$ cat src/rtl/matrix_streamer_pkg.sv
// Shared defaults, FSM encoding and index-stepping helper for matrix_streamer.
package matrix_streamer_pkg;

    localparam int unsigned DATA_WIDTH_DEF = 32;
    localparam int unsigned ADDR_WIDTH_DEF = 4;
    localparam int unsigned MAX_DIM_DEF    = 4;

    localparam logic [1:0] ST_IDLE  = 2'd0;
    localparam logic [1:0] ST_FETCH = 2'd1;
    localparam logic [1:0] ST_DRAIN = 2'd2;
    localparam logic [1:0] ST_DONE  = 2'd3;

    // Advance a (slow, fast) index pair; fast wraps to 0 at dim and bumps slow.
    function automatic logic [3:0] step_idx(input logic [1:0] slow,
                                            input logic [1:0] fast,
                                            input logic [1:0] dim);
        if (fast == dim) begin
            return {slow + 2'd1, 2'd0};
        end
        return {slow, fast + 2'd1};
    endfunction

endpackage

$ cat src/rtl/matrix_streamer_stream_fifo2.sv
// stream_fifo2: two-entry valid/ready buffer; head entry is held stable until popped.
module stream_fifo2 #(
    parameter int unsigned WIDTH = 8
) (
    input  logic             clk_i,
    input  logic             rst_ni,
    input  logic             wr_valid_i,
    input  logic [WIDTH-1:0] wr_data_i,
    output logic [WIDTH-1:0] rd_data_o,
    output logic             rd_valid_o,
    input  logic             rd_ready_i,
    output logic [1:0]       count_o
);

    logic [WIDTH-1:0] mem_q [2];
    logic [WIDTH-1:0] mem_d [2];
    logic             wr_ptr_q, wr_ptr_d;
    logic             rd_ptr_q, rd_ptr_d;
    logic [1:0]       count_q, count_d;
    logic             push, pop;

    always_comb begin
        mem_d    = mem_q;
        wr_ptr_d = wr_ptr_q;
        rd_ptr_d = rd_ptr_q;
        pop      = (count_q != 2'd0) && rd_ready_i;
        push     = wr_valid_i && ((count_q != 2'd2) || pop);
        if (push) begin
            mem_d[wr_ptr_q] = wr_data_i;
            wr_ptr_d        = ~wr_ptr_q;
        end
        if (pop) begin
            rd_ptr_d = ~rd_ptr_q;
        end
        count_d = count_q + {1'b0, push} - {1'b0, pop};
    end

    always_ff @(posedge clk_i or negedge rst_ni) begin
        if (!rst_ni) begin
            mem_q[0] <= '0;
            mem_q[1] <= '0;
            wr_ptr_q <= 1'b0;
            rd_ptr_q <= 1'b0;
            count_q  <= '0;
        end else begin
            mem_q    <= mem_d;
            wr_ptr_q <= wr_ptr_d;
            rd_ptr_q <= rd_ptr_d;
            count_q  <= count_d;
        end
    end

    assign rd_data_o  = mem_q[rd_ptr_q];
    assign rd_valid_o = (count_q != 2'd0);
    assign count_o    = count_q;

endmodule

$ cat src/rtl/matrix_streamer.sv
// Streams a (dim+1)^2 matrix from the operand register in row- or column-major order.
// Column-major order is only built when STREAMER_TRANSPOSE_EN is defined.
module matrix_streamer
    import matrix_streamer_pkg::*;
#(
    parameter int unsigned DATA_WIDTH = DATA_WIDTH_DEF,
    parameter int unsigned ADDR_WIDTH = ADDR_WIDTH_DEF,
    parameter int unsigned MAX_DIM    = MAX_DIM_DEF
) (
    input  logic                  clk_i,
    input  logic                  rst_ni,
    input  logic                  start_i,
    input  logic [1:0]            dim_i,
    input  logic                  transpose_i,
    output logic [ADDR_WIDTH-1:0] addr_Mat_o,
    input  logic [DATA_WIDTH-1:0] read_data_Mat_i,
    output logic [DATA_WIDTH-1:0] data_o,
    output logic                  valid_o,
    input  logic                  ready_i,
    output logic                  last_o,
    output logic                  busy_o,
    output logic                  done_o
);

    logic [1:0]            state_q, state_d;
    logic [1:0]            dim_q, dim_d;
    logic [1:0]            row_q, row_d;
    logic [1:0]            col_q, col_d;
    logic [ADDR_WIDTH-1:0] addr_q, addr_d;
    logic                  inflight_q, inflight_d;
    logic                  inflight_last_q, inflight_last_d;
`ifdef STREAMER_TRANSPOSE_EN
    logic                  transpose_q, transpose_d;
`else
    logic                  unused_transpose;
    assign unused_transpose = transpose_i;
`endif

    logic                  fifo_valid;
    logic [DATA_WIDTH:0]   fifo_data;
    logic [1:0]            fifo_count;
    logic                  pop;
    logic                  issue;
    logic                  elem_last;
    logic [2:0]            credit;

    always_comb begin
        state_d  = state_q;
        dim_d    = dim_q;
        row_d    = row_q;
        col_d    = col_q;
        addr_d   = addr_q;
`ifdef STREAMER_TRANSPOSE_EN
        transpose_d = transpose_q;
`endif
        pop       = fifo_valid && ready_i;
        // Occupancy after this cycle's transfer, so a drain and a refill can overlap.
        credit    = {1'b0, fifo_count} - {2'b00, pop} + {2'b00, inflight_q};
        issue     = (state_q == ST_FETCH) && (credit < 3'd2);
        elem_last = (row_q == dim_q) && (col_q == dim_q);
        inflight_d      = issue;
        inflight_last_d = issue && elem_last;

        case (state_q)
            ST_IDLE: begin
                if (start_i) begin
                    state_d = ST_FETCH;
                    dim_d   = dim_i;
                    row_d   = '0;
                    col_d   = '0;
`ifdef STREAMER_TRANSPOSE_EN
                    transpose_d = transpose_i;
`endif
                end
            end
            ST_FETCH: begin
                if (issue) begin
                    addr_d = ADDR_WIDTH'(32'(row_q) * MAX_DIM + 32'(col_q));
`ifdef STREAMER_TRANSPOSE_EN
                    if (transpose_q) begin
                        {col_d, row_d} = step_idx(col_q, row_q, dim_q);
                    end else begin
                        {row_d, col_d} = step_idx(row_q, col_q, dim_q);
                    end
`else
                    {row_d, col_d} = step_idx(row_q, col_q, dim_q);
`endif
                    if (elem_last) begin
                        state_d = ST_DRAIN;
                    end
                end
            end
            ST_DRAIN: begin
                if (pop && fifo_data[DATA_WIDTH]) begin
                    state_d = ST_DONE;
                end
            end
            ST_DONE: begin
                state_d = ST_IDLE;
            end
            default: begin
                state_d = ST_IDLE;
            end
        endcase
    end

    always_ff @(posedge clk_i or negedge rst_ni) begin
        if (!rst_ni) begin
            state_q         <= ST_IDLE;
            dim_q           <= '0;
            row_q           <= '0;
            col_q           <= '0;
            addr_q          <= '0;
            inflight_q      <= 1'b0;
            inflight_last_q <= 1'b0;
`ifdef STREAMER_TRANSPOSE_EN
            transpose_q     <= 1'b0;
`endif
        end else begin
            state_q         <= state_d;
            dim_q           <= dim_d;
            row_q           <= row_d;
            col_q           <= col_d;
            addr_q          <= addr_d;
            inflight_q      <= inflight_d;
            inflight_last_q <= inflight_last_d;
`ifdef STREAMER_TRANSPOSE_EN
            transpose_q     <= transpose_d;
`endif
        end
    end

    stream_fifo2 #(
        .WIDTH(DATA_WIDTH + 1)
    ) u_fifo (
        .clk_i     (clk_i),
        .rst_ni    (rst_ni),
        .wr_valid_i(inflight_q),
        .wr_data_i ({inflight_last_q, read_data_Mat_i}),
        .rd_data_o (fifo_data),
        .rd_valid_o(fifo_valid),
        .rd_ready_i(ready_i),
        .count_o   (fifo_count)
    );

    // The address is presented in the issuing cycle and otherwise holds the last one read.
    assign addr_Mat_o = addr_d;
    assign data_o     = fifo_data[DATA_WIDTH-1:0];
    assign valid_o    = fifo_valid;
    assign last_o     = fifo_valid && fifo_data[DATA_WIDTH];
    assign busy_o     = (state_q == ST_FETCH) || (state_q == ST_DRAIN);
    assign done_o     = (state_q == ST_DONE);

endmodule

$ cat config.mk
export PLATFORM = sky130hd
export DESIGN_NAME = matrix_streamer
export DESIGN_NICKNAME = d
export VERILOG_FILES = /design/src/rtl/matrix_streamer_pkg.sv /design/src/rtl/matrix_streamer_stream_fifo2.sv /design/src/rtl/matrix_streamer.sv
export SDC_FILE = /design/constraint.sdc
export NUM_CORES = 1
export LEC_CHECK = 0
export CAP_MARGIN = 20
export CORE_MARGIN = 2
export CORE_UTILIZATION = 51
export DETAILED_ROUTE_END_ITERATION = 8
export PLACE_DENSITY = 0.78
export SYNTH_ARGS = -nofsm -noshare
export SYNTH_HDL_FRONTEND = slang
export SYNTH_SLANG_ARGS = --single-unit
$ cat constraint.sdc
create_clock -name clk_i -period 4.1 [get_ports clk_i]
set_clock_uncertainty 0.1 [all_clocks]
set_input_delay 1.025 -clock clk_i [delete_from_list [all_inputs] [get_ports clk_i]]
set_output_delay 1.025 -clock clk_i [all_outputs]
set_load 0.005 [all_outputs]
run_1/util_map.png
The die is cut into 9 by 9 equal tiles; white is low, dark blue is high, 0 to 100% covered.
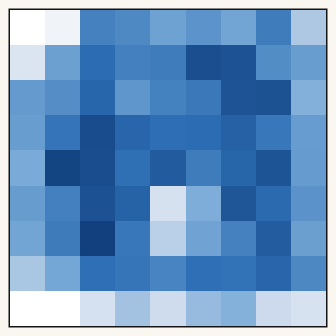
tiles over 75% full: 28%
fullest tile: 93%
nearly empty tiles: 3.7%
core area: 0.00761 mm2
Initial Utilization: 51.8%
final core occ: 68.4%

run_1/placed.png
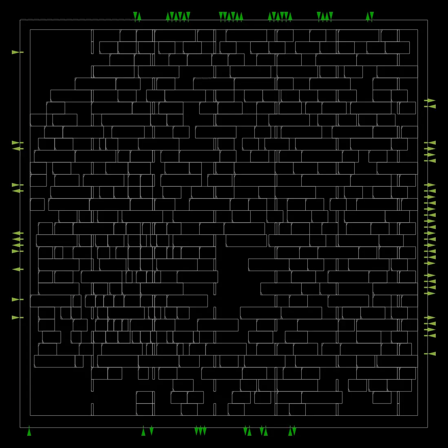
Non-Filler Instances: 470
sequential share of cell area: 40.4%
Fillers: 551
flop count: 84

run_1/ff_map.png
Scale bar: 20 um. Other sequential cells in the stronger gray, the rest of the logic in the fainter gray.
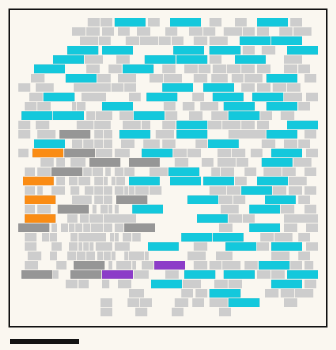
legend:
  cyan:
    signal: `u_fifo.mem_q`
    flops: 66
    where: spread over the die
  purple:
    signal: `state_q`
    flops: 2
  orange:
    signal: `addr_q`
    flops: 4
    where: middle left
not colored: 12
Flop area: 0.00210 mm2
sequential power: 0.00145 W

==> impl_metrics.json, run 1 <==
{
  "nMultiInputCombCells": 161,
  "drive_above_1_share_pct": 41.8,
  "comb-cell-share_pct": 33.9,
  "worstSetupStartpointType": "input pin",
  "timing.hold.ws_ns": 0.400,
  "synthesis.nets": 313,
  "highest_layer": "met4",
  "busiest_layer": "met2",
  "clkTransAtPathRegs_ns": 0.08,
  "cts_resized": 14,
  "required_ns": 2.97,
  "nClkBuffers": 9,
  "met2_usage_pct": 31.7,
  "worstPathMaxFanout": 4,
  "fp-row-count": 32,
  "p_leak_nw": 2.34,
  "avgViaCountPerCell": 5.15,
  "reg_top3": "u_fifo.mem_q (66), addr_q (4)",
  "cts-buffers-inserted": 9,
  "cpPeakStageDelay_ns": 0.38,
  "tns_ns": 0,
  "design_area_mm2": 0.00520,
  "ys.warnings.count": 0,
  "placed_cell_area_mm2": 0.00482,
  "hp-class": "reg -> reg",
  "clock_tree.root_cell": "clkbuf_8",
  "synth-edff-count": 0,
  "ant_nets": 0,
  "postSynth.asyncResetShare_pct": 100,
  "min_period_ns": 4.00,
  "antennaDiodeCount": 0,
  "reg2reg_depth": 20,
  "grt_max_degree": 85,
  "status": "completed",
  "drc": 0,
  "gp_congestion": 0.760,
  "p_sw_share_pct": 29.6,
  "grt_pass1_wl_um": 12600,
  "largestClassByArea": "sequential cells",
  "warnings": 32,
  "die_x_um": 91.9,
  "worstMarginPinSlew_ns": 0.441,
  "multiInputGateArea_mm2": 0.00177,
  "clkCellAreaFrac_pct": 4.11,
  "die_h_um": 91.9,
  "power_frac_comb_pct": 51.1,
  "nNetsFinal": 411,
  "crit_chain": "buf_2, nand3_2, o21ai_2, nand2_2, fa_2, xnor2_2, and3_4, buf_4, mux2_2, dlygate4sd2_1",
  "synth_cell_types": 39,
  "routed_wl_um": 7680,
  "setup_ws_ns": 0.103,
  "crit_slowest_cell": "fa_2",
  "grtUsageMet3_pct": 2.55,
  "clockBufferDepth": 2,
  "ys_seq_share_pct": 53.3
}
==> run 1: worst min-delay path by stage <==
| stage | slack (ns) | endpoint | cells after the start | startpoint |
|---|---|---|---|---|
| 2_1_floorplan | 0.36 | u_fifo.wr_ptr_q | 1 | u_fifo.wr_ptr_q |
| 3_3_place_gp | 0.38 | u_fifo.mem_q[22] | 1 | u_fifo.mem_q[22] |
| 3_5_place_dp | 0.39 | addr_q[0] | 1 | addr_q[0] |
| 4_1_cts | 0.40 | addr_q[0] | 1 | addr_q[0] |
| 5_1_grt | 0.41 | u_fifo.mem_q[9] | 1 | u_fifo.mem_q[9] |
| 6_report | 0.40 | addr_q[2] | 1 | addr_q[2] |
==> run 1: kinds of logic (layout without fill, tap and decap cells) <==
family / Yosys count / count (layout) / synth area share [%]
AOI/OAI and AO/OA: 16 / 16 / 3.08
xor gates and xnor gates: 6 / 6 / 1.33
adders and majority gates: 8 / 8 / 2.73
buffers and inverters: 21 / 123 / 3.08
DFF: 84 / 84 / 53.3
muxes: 107 / 107 / 33.3
and+or+nand+nor: 24 / 24 / 3.14
==> run 1: Yosys cell counts (2+ instances only) <==
library cell / instances / area (um2)
and3_1: 3 / 18.8
buf_1: 3 / 11.3
buf_4: 3 / 22.5
buf_6: 4 / 45.0
clkbuf_1: 2 / 7.51
dfrtp_1: 84 / 2100
ha_1: 7 / 87.6
inv_1: 7 / 26.3
mux2_2: 75 / 845
mux2_4: 30 / 450
mux2i_1: 2 / 20.0
nand2_1: 6 / 22.5
nand2b_1: 3 / 18.8
nand3_1: 2 / 10.0
nor2_1: 3 / 11.3
nor3_1: 2 / 10.0
o21ai_0: 4 / 20.0
xnor2_1: 4 / 35.0
xor2_1: 2 / 17.5
==> run 1 -> run 2 <==
- CORE_UTILIZATION: 51 -> 53
- CTS_BUF_LIST: unset -> sky130_fd_sc_hd__clkbuf_4 sky130_fd_sc_hd__clkbuf_8
- PLACE_DENSITY: 0.78 -> 0.81
run_2/placed.png
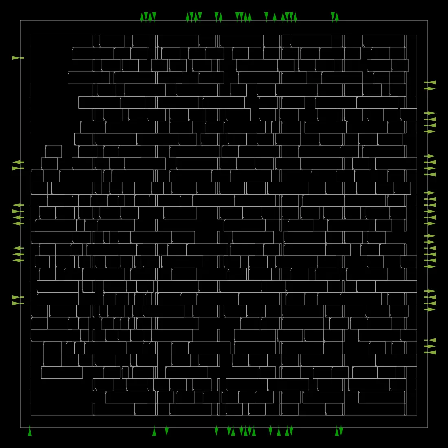
core area: 0.00721 mm2
Non-Filler Instances: 458
final core occ: 71.5%
Rows: 31
Tap Cells: 99

==> impl_metrics.json, run 2 <==
{
  "yosysTopAreaCell": "dfrtp_1",
  "gr-total-overflow": 0,
  "postSynth.asyncResetShare_pct": 100,
  "cts-buffers-inserted": 9,
  "hp-class": "reg -> reg",
  "finalCritPeriodShare_pct": 97.2,
  "die_h_um": 90.3,
  "min_period_ns": 3.98,
  "p_leak_nw": 2.32,
  "grt_max_degree": 85,
  "setup_ws_ns": 0.115,
  "reg_top3": "u_fifo.mem_q (66), addr_q (4)",
  "nNetsFinal": 401,
  "ys_seq_share_pct": 53.3,
  "avgViaCountPerCell": 5.25,
  "yosys-stat-cells": 266,
  "placed_cell_area_mm2": 0.00482,
  "avgSynthCellArea_um2": 14.8,
  "timing.fmax_mhz": 251,
  "cpPeakStageDelay_ns": 0.39,
  "required_ns": 2.97,
  "cp-end-kind": "primary output",
  "ys.flop_type": "dfrtp_1",
  "grt_pass1_wl_um": 13300,
  "worstHoldEndpoint": "u_fifo.mem_q[7]",
  "synthesis.nets": 313,
  "worstHoldStart": "u_fifo.mem_q[7]",
  "ant_nets": 0,
  "top_cells_by_count": "dfrtp_1, mux2_2, mux2_4",
  "gp_congestion": 0.797,
  "top_level_ports": 79,
  "p_sw_share_pct": 29.0,
  "p_int_w": 0.00296,
  "crit_chain": "buf_4, nand3_2, o21ai_2, nand2_2, fa_2, xnor2_2, and3_4, buf_4, mux2_2, clkdlybuf4s15_1",
  "ys_ff": 84,
  "dp_hpwl_um": 5100,
  "worstMarginPinSlew_ns": 0.472,
  "clkTransAtPathRegs_ns": 0.08,
  "wire_per_inst_um": 17.1,
  "comb-power_w": 0.00199,
  "drv_cap": 0,
  "drive_above_1_share_pct": 40.4,
  "synth_cell_types": 39,
  "synth_top_area_share_pct": 53.3,
  "dr.pass1.iters": 4,
  "clockBufferDepth": 2,
  "total_power_w": 0.00417,
  "warnings": 33,
  "whs_path_depth": 1,
  "die_x_um": 90.3,
  "pg_seq_w": 0.00145,
  "status": "completed",
  "clock_tree.root_cell": "clkbuf_8",
  "drc": 0,
  "cts_tree": "built",
  "antennaDiodeCount": 0,
  "synthTopCellsByArea": "dfrtp_1, mux2_2, mux2_4",
  "ys.warnings.count": 0,
  "power_frac_comb_pct": 47.9,
  "highest_layer": "met4",
  "worstSetupStartpointType": "input pin",
  "worstPathMaxFanout": 4,
  "timing.hold.ws_ns": 0.404,
  "reg2reg_depth": 10,
  "wl_met3_um": 283,
  "tns_ns": 0,
  "design_area_mm2": 0.00516,
  "fp_util_pct": 54.7,
  "synth-edff-count": 0,
  "synth.most_common_cell": "dfrtp_1",
  "crit_slowest_cell": "fa_2"
}
run_2/m3.png
Scale bar: 20 um.
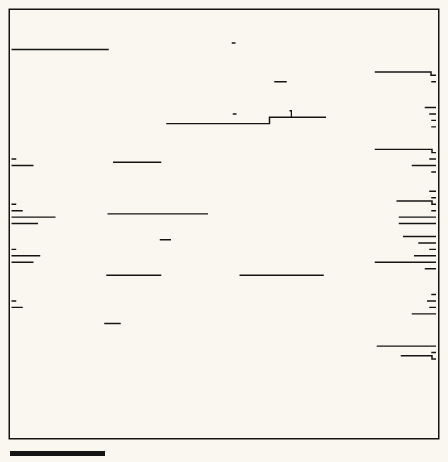
longest straight run: 21.6 um
wire length on this layer: 284 um
share of all routed wire: 3.6%
DR vias: 2406
met3 Use GR: 6.01%
Routed WL: 7830 um

==> run 2: cell counts after synthesis <==
Identical to the previous run, type by type.
==> run 2: timing repair <==
| item | CTS | global route |
|---|---|---|
| setup buffers | 4 | 0 |
| hold buffers | 0 | 0 |
| gates cloned | 0 | 0 |
| resized | 14 | 6 |
| setup endpoints to repair | 4 | 4 |
| pin swaps | 2 | 4 |
==> run 2: metal layers <==
layer | up-vias | global-route usage [%]
li1 | 1115 | -
met1 | 1227 | 26.0
met2 | 56 | 34.8
met3 | 8 | 6.01
met4 | 0 | 4.62
met5 | - | 0
==> run 2: cells by family (layout without fill, tap and decap cells) <==
kind of cell               Yosys count  in the layout  synth area share [%]
DFF                                 84             84                  53.3
and+or+nand+nor                     24             24                  3.14
AOI/OAI and AO/OA                   16             16                  3.08
xor gates and xnor gates             6              6                  1.33
adders and majority gates            8              8                  2.73
buffers and inverters               21            114                  3.08
muxes                              107            107                  33.3
==> run 2: cell type report <==
class                           instances  area [um2]
Sequential cell                        84        2100
Fill cell                             510        2060
Multi-Input combinational cell        161        1750
Timing Repair Buffer                   90         895
Clock buffer                           12         159
Tap cell                               99         124
Clock inverter                          4        95.1
Inverter                                8        30.0
==> run 2: worst max path at each step <==
stage             from       endpoint  slack [ns]  cells after the start
3_5_place_dp   ready_i  addr_Mat_o[1]       -0.60                      9
6_report       ready_i  addr_Mat_o[1]        0.12                     10
2_1_floorplan  ready_i  addr_Mat_o[0]        0.33                      8
3_3_place_gp   ready_i  addr_Mat_o[0]       -0.51                      9
4_1_cts        ready_i  addr_Mat_o[1]       -0.02                     10
5_1_grt        ready_i  addr_Mat_o[1]        0.04                     10
==> run 2 -> run 3 <==
- CELL_PAD_IN_SITES_DETAIL_PLACEMENT: unset -> 2
- CELL_PAD_IN_SITES_GLOBAL_PLACEMENT: unset -> 2
- CORE_MARGIN: 2 -> 3
- CORE_UTILIZATION: 53 -> 37
- SKIP_CTS_REPAIR_TIMING: unset -> 1
==> impl_metrics.json, run 3 <==
{
  "status": "completed",
  "top_level_ports": 79,
  "die_x_um": 109,
  "cpPeakStageDelay_ns": 0.54,
  "synth.most_common_cell": "dfrtp_1",
  "timing.fmax_mhz": 255,
  "dp_hpwl_um": 6060,
  "finalCritPeriodShare_pct": 95.7,
  "highest_layer": "met4",
  "avgSynthCellArea_um2": 14.8,
  "ys.flop_type": "dfrtp_1",
  "synth_top_area_share_pct": 53.3,
  "ant_nets": 0,
  "multiInputGateArea_mm2": 0.00175,
  "min_period_ns": 3.92,
  "clock_tree.root_cell": "clkbuf_8",
  "drv_cap": 0,
  "grt_pass1_wl_um": 15500,
  "cts-buffers-inserted": 9,
  "required_ns": 2.97,
  "wl_met3_um": 366,
  "wire_per_inst_um": 19.5,
  "p_sw_share_pct": 31.5,
  "gp_congestion": 0.754,
  "clkTransAtPathRegs_ns": 0.10,
  "warnings": 32,
  "nNetsFinal": 398,
  "p_leak_nw": 2.35,
  "worstMarginPinSlew_ns": 0.562,
  "design_area_mm2": 0.00517,
  "fp-row-count": 37,
  "worstPathMaxFanout": 5,
  "p_int_w": 0.00286,
  "gr-total-overflow": 0,
  "busiest_layer": "met2",
  "crit_slowest_cell": "fa_2",
  "ys_seq_share_pct": 53.3,
  "antennaDiodeCount": 0,
  "drc": 0,
  "power_frac_comb_pct": 48.2,
  "fillerInstances": 983,
  "die_h_um": 109,
  "top_cells_by_count": "dfrtp_1, mux2_2, mux2_4",
  "placed_cell_area_mm2": 0.00488,
  "met2_usage_pct": 31.0,
  "worstSetupStartpointType": "input pin",
  "dr.pass1.iters": 4
}
-- run 3: cell counts after synthesis --
Identical to the previous run, type by type.
-- run 3: through the flow --
step / util (%) / TNS [ns] / instances / power, W
2_1_floorplan: - / 0 / 266 / 0.00258
3_3_place_gp: 47.3 / -2.39 / 474 / 0.00338
3_5_place_dp: 47.3 / -2.63 / 474 / 0.00348
4_1_cts: 49.5 / -2.72 / 490 / 0.00424
5_1_grt: 50.1 / 0 / 492 / 0.00448
6_report: 50.1 / 0 / 492 / 0.00418
-- run 3: cells by family after synthesis --
family | after synthesis | share of synthesized area [%]
xor+xnor | 6 | 1.33
buf+inv | 21 | 3.08
mux | 107 | 33.3
flops | 84 | 53.3
compound gates | 16 | 3.08
simple gates | 24 | 3.14
fa+ha+maj | 8 | 2.73
-- run 3: final timing paths --
| path | from | to | slack [ns] | depth (start not counted) |
|---|---|---|---|---|
| worst max register to register | u_fifo.count_o[1] | state_q[1] | 1.37 | 8 |
| min in group asynchronous | rst_ni | u_fifo.mem_q[26] | 0.51 | 1 |
| max in group asynchronous | rst_ni | u_fifo.mem_q[3] | 2.76 | 2 |
| worst max-delay path | ready_i | addr_Mat_o[1] | 0.18 | 9 |
| worst min register to register | addr_q[2] | addr_q[2] | 0.41 | 1 |
| worst min-delay path | addr_q[2] | addr_q[2] | 0.41 | 1 |
-- run 3: worst max-delay path: cells and delay by family --
family | cells | cell delay, ns
compound gates | 1 | 0.09
fa+ha+maj | 1 | 0.54
mux | 1 | 0.33
buf+inv | 3 | 0.38
simple gates | 3 | 0.43
-- run 3: final cells by class --
type,instances,share of cell area (%)
clock inverters,7,1.98
flip-flops and latches,84,40.6
multi-input cells,161,33.9
well taps,136,3.29
inverters,8,0.580
clock buffers,9,2.39
repair buffers,87,17.3
run_3/util_map.png
The die is cut into 11 by 11 equal tiles; white is low, dark blue is high, 0 to 100% covered.
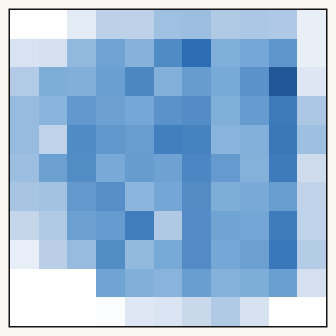
fullest tile: 84%
emptiest ninth of the die: lower left
densest ninth of the die: center
mean over tiles: 42%
nearly empty tiles: 9.1%
Initial Utilization: 38.2%
core area: 0.0103 mm2

run_3/m3.png
Scale bar: 20 um.
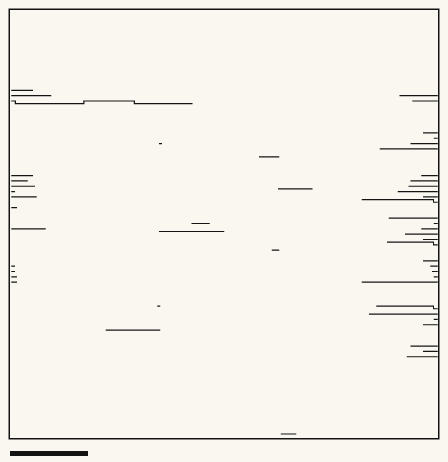
nets with wire on the layer: 46
share of all routed wire: 3.8%
Routed WL: 9590 um
met3 Use GR: 3.55%
DR vias: 2455


==> layout pictures side by side <==
Cells colored by class.
shot_01.png
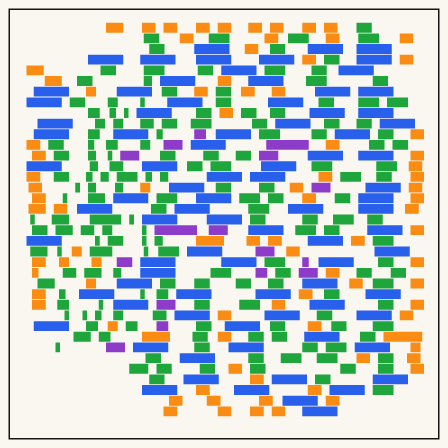
shot_02.png
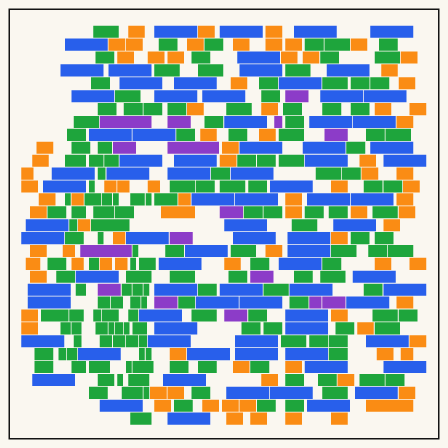
shot_03.png
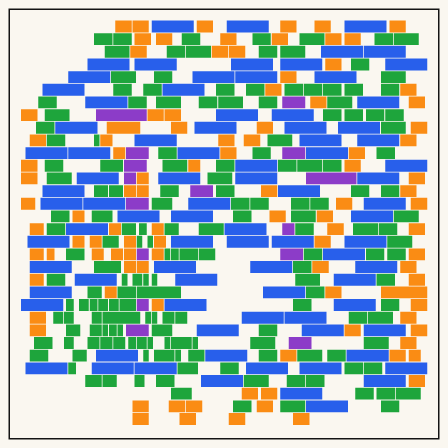
For run 3, see shot_01.png.
For run 1, see shot_03.png.
For run 2, see shot_02.png.
Of these, lowest utilization: shot_01.png

Key to shot_01.png:
legend:
  orange:
    class: remaining buffers and delay cells
    cells: 87
    share_of_their_area: 18%
  blue:
    class: sequential cells
    cells: 84
    share_of_their_area: 42%
  purple:
    class: clock drivers and dummy loads
    cells: 16
    share_of_their_area: 4.5%
  green:
    class: remaining logic cells
    cells: 169
    share_of_their_area: 36%

No activity file was given, so power comes from the tool's default toggle rates.
